## config.mk

```make
export PLATFORM = sky130hd
export DESIGN_NAME = mike_cacheline_adaptor
export DESIGN_NICKNAME = d
export VERILOG_FILES = /design/src/rtl/mike_cacheline_adaptor.sv
export SDC_FILE = /design/constraint.sdc
export NUM_CORES = 1
export LEC_CHECK = 0
export CORE_AREA = 2 2 276 278
export DETAILED_ROUTE_END_ITERATION = 16
export DIE_AREA = 0 0 278 280
export GPL_ROUTABILITY_DRIVEN = 0
export PLACE_DENSITY = 0.57
export SKIP_CTS_REPAIR_TIMING = 1
export SYNTH_ARGS = -nofsm -noshare
export SYNTH_HDL_FRONTEND = slang
export SYNTH_SLANG_ARGS = --single-unit
```

## constraint.sdc

```tcl
create_clock -name clk -period 26 [get_ports clk]
set_input_delay 5.2 -clock clk [delete_from_list [all_inputs] [get_ports clk]]
set_output_delay 5.2 -clock clk [all_outputs]
set_load 0.01 [all_outputs]
```

## src/rtl/mike_cacheline_adaptor.sv

```systemverilog
// mike_cacheline_adaptor
//   Memory-side responder for the cache's physical-memory port. Each 256-bit
//   line fill or writeback from the cache becomes a 4-beat x 64-bit burst on
//   the main-memory bus. A single-cycle resp_o is returned when the burst ends.
//
// Optional feature macro: MIKE_ADAPTOR_TIMEOUT_EN
//   When defined, a burst that sees TIMEOUT consecutive cycles without resp_i
//   is abandoned through an ERR state (resp_o and err_o high for one cycle).
//   When undefined, the block waits forever and err_o is tied low.
//
// Ports
//   clk        : single clock, rising edge
//   rst        : asynchronous active-high reset
//   address_i  : cache line address (bits [4:0] ignored)
//   line_i     : writeback line from the cache
//   read_i     : line fill request
//   write_i    : line writeback request (wins over read_i)
//   line_o     : assembled fill line
//   resp_o     : one-cycle completion pulse
//   err_o      : timeout abort flag, qualifies resp_o
//   address_o  : burst address {latched addr[31:5], 5'b0}
//   burst_o    : write beat data (0 outside a write burst)
//   burst_i    : read beat data
//   read_o     : memory burst read request
//   write_o    : memory burst write request
//   resp_i     : memory beat strobe, one beat per high cycle
module mike_cacheline_adaptor #(
  parameter int unsigned TIMEOUT = 255
) (
  input  logic         clk,
  input  logic         rst,
  input  logic [31:0]  address_i,
  input  logic [255:0] line_i,
  input  logic         read_i,
  input  logic         write_i,
  output logic [255:0] line_o,
  output logic         resp_o,
  output logic         err_o,
  output logic [31:0]  address_o,
  output logic [63:0]  burst_o,
  input  logic [63:0]  burst_i,
  output logic         read_o,
  output logic         write_o,
  input  logic         resp_i
);

  localparam logic [2:0] S_IDLE = 3'd0;
  localparam logic [2:0] S_RD   = 3'd1;
  localparam logic [2:0] S_WR   = 3'd2;
  localparam logic [2:0] S_DONE = 3'd3;
`ifdef MIKE_ADAPTOR_TIMEOUT_EN
  localparam logic [2:0] S_ERR  = 3'd4;
`endif

  logic [2:0]   r_state;
  logic [2:0]   w_next;
  logic [1:0]   r_cnt;
  logic [26:0]  r_addr;
  logic [255:0] r_wline;
  logic [255:0] r_rline;
  logic         r_read;
  logic         r_write;
  logic         r_resp;
  logic         w_busy;
  logic         w_beat;
  logic         w_last;
  logic         w_accept;
  logic         w_resp_next;
  logic         w_unused_addr;

  assign w_busy   = (r_state == S_RD) || (r_state == S_WR);
  assign w_beat   = w_busy && resp_i;
  assign w_last   = w_beat && (r_cnt == 2'd3);
  assign w_accept = (r_state == S_IDLE) && (read_i || write_i);

  // Low address bits select bytes inside the line and never reach memory.
  assign w_unused_addr = ^address_i[4:0];

`ifdef MIKE_ADAPTOR_TIMEOUT_EN
  localparam logic [15:0] STALL_LIMIT = 16'(TIMEOUT - 32'd1);

  logic [15:0] r_stall;
  logic        r_err;
  logic        w_abort;

  // Abort on the stall cycle that would make the count reach TIMEOUT, so
  // ERR is presented exactly TIMEOUT stall cycles after the burst starts.
  assign w_abort     = w_busy && !resp_i && (r_stall == STALL_LIMIT);
  assign w_resp_next = (w_next == S_DONE) || (w_next == S_ERR);
  assign err_o       = r_err;

  // Stall counter: cleared by acceptance or any beat, counts idle bus cycles.
  always_ff @(posedge clk or posedge rst) begin
    if (rst) begin
      r_stall <= 16'd0;
    end else if (w_accept || resp_i) begin
      r_stall <= 16'd0;
    end else if (w_busy) begin
      r_stall <= r_stall + 16'd1;
    end
  end

  // Error flag register, raised alongside resp_o on an abort.
  always_ff @(posedge clk or posedge rst) begin
    if (rst) begin
      r_err <= 1'b0;
    end else begin
      r_err <= (w_next == S_ERR);
    end
  end
`else
  logic w_unused_timeout;

  assign w_unused_timeout = (TIMEOUT == 32'd0);
  assign w_resp_next      = (w_next == S_DONE);
  assign err_o            = 1'b0;
`endif

  // Next-state decode; requests are only looked at in IDLE.
  always_comb begin
    w_next = r_state;
    case (r_state)
      S_IDLE: begin
        if (write_i) begin
          w_next = S_WR;
        end else if (read_i) begin
          w_next = S_RD;
        end else begin
          w_next = S_IDLE;
        end
      end
      S_RD, S_WR: begin
        if (w_last) begin
          w_next = S_DONE;
`ifdef MIKE_ADAPTOR_TIMEOUT_EN
        end else if (w_abort) begin
          w_next = S_ERR;
`endif
        end else begin
          w_next = r_state;
        end
      end
      S_DONE:  w_next = S_IDLE;
`ifdef MIKE_ADAPTOR_TIMEOUT_EN
      S_ERR:   w_next = S_IDLE;
`endif
      default: w_next = S_IDLE;
    endcase
  end

  // State register and registered handshake outputs decoded from next state.
  always_ff @(posedge clk or posedge rst) begin
    if (rst) begin
      r_state <= S_IDLE;
      r_read  <= 1'b0;
      r_write <= 1'b0;
      r_resp  <= 1'b0;
    end else begin
      r_state <= w_next;
      r_read  <= (w_next == S_RD);
      r_write <= (w_next == S_WR);
      r_resp  <= w_resp_next;
    end
  end

  // Request capture at acceptance and beat counter advance on each beat.
  always_ff @(posedge clk or posedge rst) begin
    if (rst) begin
      r_cnt   <= 2'd0;
      r_addr  <= 27'd0;
      r_wline <= 256'd0;
    end else if (w_accept) begin
      r_cnt  <= 2'd0;
      r_addr <= address_i[31:5];
      if (write_i) begin
        r_wline <= line_i;
      end
    end else if (w_beat) begin
      r_cnt <= r_cnt + 2'd1;
    end
  end

  // Fill assembly: each read beat lands in the 64-bit lane selected by cnt.
  always_ff @(posedge clk or posedge rst) begin
    if (rst) begin
      r_rline <= 256'd0;
    end else if ((r_state == S_RD) && resp_i) begin
      r_rline[{r_cnt, 6'd0} +: 64] <= burst_i;
    end
  end

  assign line_o    = r_rline;
  assign address_o = {r_addr, 5'd0};
  assign read_o    = r_read;
  assign write_o   = r_write;
  assign resp_o    = r_resp;
  assign burst_o   = r_write ? r_wline[{r_cnt, 6'd0} +: 64] : 64'd0;

endmodule
```

==> results.yml <==
# physical design summary
critical_path:
  cp_num_buf_inv: 4
  r2r-end: "r_wline[87]$_DFFE_PP0P_"
  cp_slowest_cell: "buf_4"
  crit_fanout: 60
  crit_family: "buffers and inverters"
  worst_setup_path_start_kind: "input pin"
  worstPathArrival_ns: 9.53
  crit_start: "write_i"
  crit_path_end: "r_wline[87]$_DFFE_PP0P_"
  crit_chain: "clkdlybuf4s50_1 > and2_4 > buf_4 > buf_4 > buf_4 > mux2_4"
  end_kind: "flop"
  reg2reg_from: "r_state[1]$_DFF_PP0_"
  reg2reg_slack_ns: 21.38
  cpMostUsedCell: "buf_4"
  cp_num_cells: 6
  ff2ff_path_depth: 6
  critPathKind: "in -> reg"
  required_ns: 26.50
power:
  p_int_mw: 1.966
  p_seq_frac: 0.419
  power_frac_comb: 0.273
  power.density_nw_per_um2: 79.94
  p_leak_nw: 14.88
  pg_comb_mw: 0.747
  clock_power_share: 0.308
  seq_power_mw: 1.15
  swShare: 0.2811
  power_mw: 2.735
  power_switching_mw: 0.7689
  power.group.top: "sequential cells"
  pg_clk_mw: 0.841
  ir_drop_mv: 0.05711
logic_synthesis:
  synth_flops: 547
  synthTopLogicFamily: "multiplexers"
  ys_types: 32
  yosys.area_share.aoi: 0.05257
  most_common_cell: "dfrtp_1"
  synth_top_flop_cell: "dfrtp_1"
  syn_inst: 1941
  synth_seq_share: 0.5457
  xor_share: 0.0006983
  simple_gate_share: 0.08554
  top_area_frac: 0.5457
  common_cells: "547 x dfrtp_1, 260 x inv_1, 256 x nand4_1"
  fa_ha_area_frac: 0.002494
  synthArstFlopShare: 1.000
  edf_count: 0
  yosysChipArea_um2: 25090
  largest_area_cell: "dfrtp_1"
  yosys-stat-cells: 1941
  yosys-top-cells-area: "dfrtp_1 55%, mux2_4 14%, nand4_1 6.4%, mux4_2 5.7%, inv_1 3.9%"
  muxShareOfSynthArea: 0.2204
  yosys_warnings: 0
  netlist_area_um2: 25090
  avgSynthCellArea_um2: 12.92
cts:
  path_clk_slew_ns: 0.06
  clock_sinks: 547
  h-tree-depth: 2
  tritoncts: "yes"
  clockBufferDepth: 3
  clk_latency_ns: 0.62
  cts_buffers: 61
  cts_root_buffer: "clkbuf_16"
layout:
  layout-drive-gt1-share: 0.1862
  comb_share: 0.2670
  n_all_buffers: 727
  n_all_inverters: 260
  largest_class: "registers"
  nFillCells: 6762
  regArea_um2: 13700
  seq-cell-share: 0.4003
  num_antenna_cells: 16
  area_delta_synth_final_pct: 36.40
  comb_area_um2: 9135
  clock_cell_area_share: 0.05588
  layout.nets: 2926
  final_cell_area_um2: 34220
  flop-count: 547
  comb.multi_input.count: 967
  fin_util: 0.4550
  nClkBuffers: 83
  layout.nonclk_buf_frac: 0.2111
run_status:
  status: "finished clean"
worst_hold_path:
  worstHoldEndpoint: "r_wline[171]$_DFFE_PP0P_"
  whs_path_depth: 1
  hp-class: "reg -> reg"
placed_design:
  place_ws_ns: 16.35
  io_buffers: 701
  dp.cells: 3479
  placed_area_um2: 32260
  dp_hpwl_um: 54890
route:
  dr.pass1.iters: 5
  drt-initial-drc-count: 1146
  wl_per_cell_um: 22.61
  routed_via_density: 5.044
  route.met2.wl_um: 37890
  drc: 0
  top_layer_used: "met5"
  wl_met3_um: 8298
  drtAntennaViolNets: 0
global_routing:
  grtUsageMet1: 0.2563
  antenna_found_initial: 26
  gr-total-overflow: 0
  grt_max_degree: 168
  grt_first_pass_wirelength_um: 122400
  first_global_vias: 18980
timing:
  finalSetupViolCount: 0
  worst_pin_slew_ns: 1.278
  skew_ns: 0.02255
  max_slew_margin: 0.1483
  tns_ns: 0
  hold_ws_ns: 0.5034
  final-hold-violation-count: 0
  fmax_mhz: 110.7
  min_period_ns: 9.036
  min_period_over_period: 0.3476
  fin_ws_ns: 16.96
  drv_slew: 0
die:
  die_w_um: 278
  die_area_um2: 77840
  die_h_um: 280
  core_um2: 75190
  rows: 101
  nWellTaps: 978
job:
  warning_count: 41
  max_cap_violations: 0
Fig. 1: routing congestion map
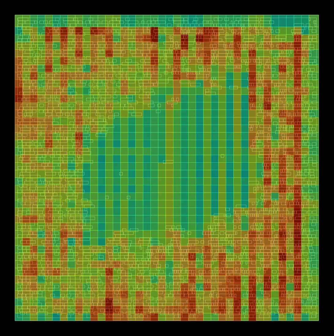
Total GRT Usage: 0.2039
GR peak layer: met2

Fig. 2: gate families picked out
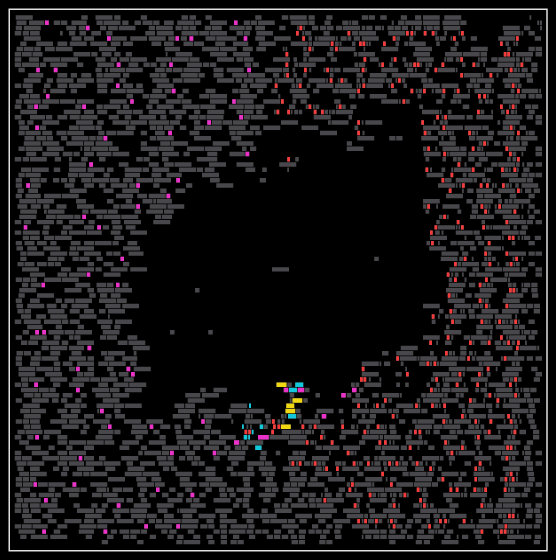
[NOR gates] cyan | cells: 10 | where: bottom middle
[AND and OR gates] magenta | cells: 71
[adder and majority cells] yellow | cells: 5 | where: bottom middle
[inverting AOI/OAI gates] red | cells: 262
fin cells: 3599
most frequent logic cell in the layout: clkdlybuf4s50_1

Fig. 3: metal 3
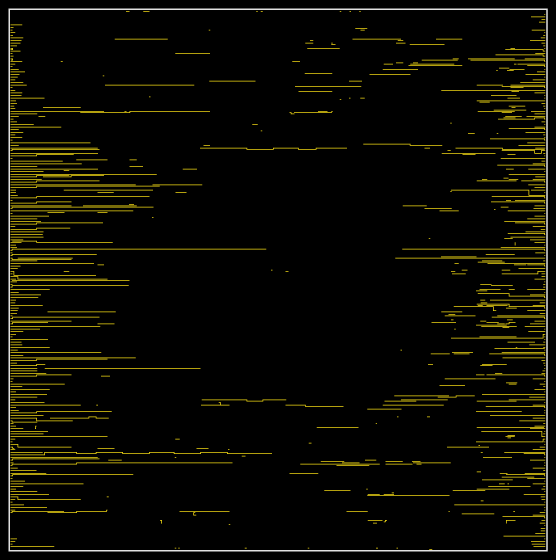
nets with wire on the layer: 484
share of all routed wire: 10%
wire length on this layer: 8300 µm
met3 Usage GRT: 0.07353
via count: 18160
final WL: 81370 µm

Fig. 4: the metal 2 layer
The bar under the picture is 100 µm long.
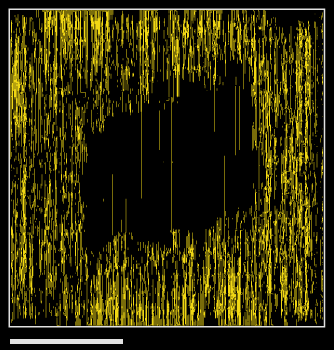
nets with wire on the layer: 2524
longest straight run: 120 µm
main direction: vertical
GR Layer Usage met2: 0.3244

No activity file was given, so power comes from the tool's default toggle rates.
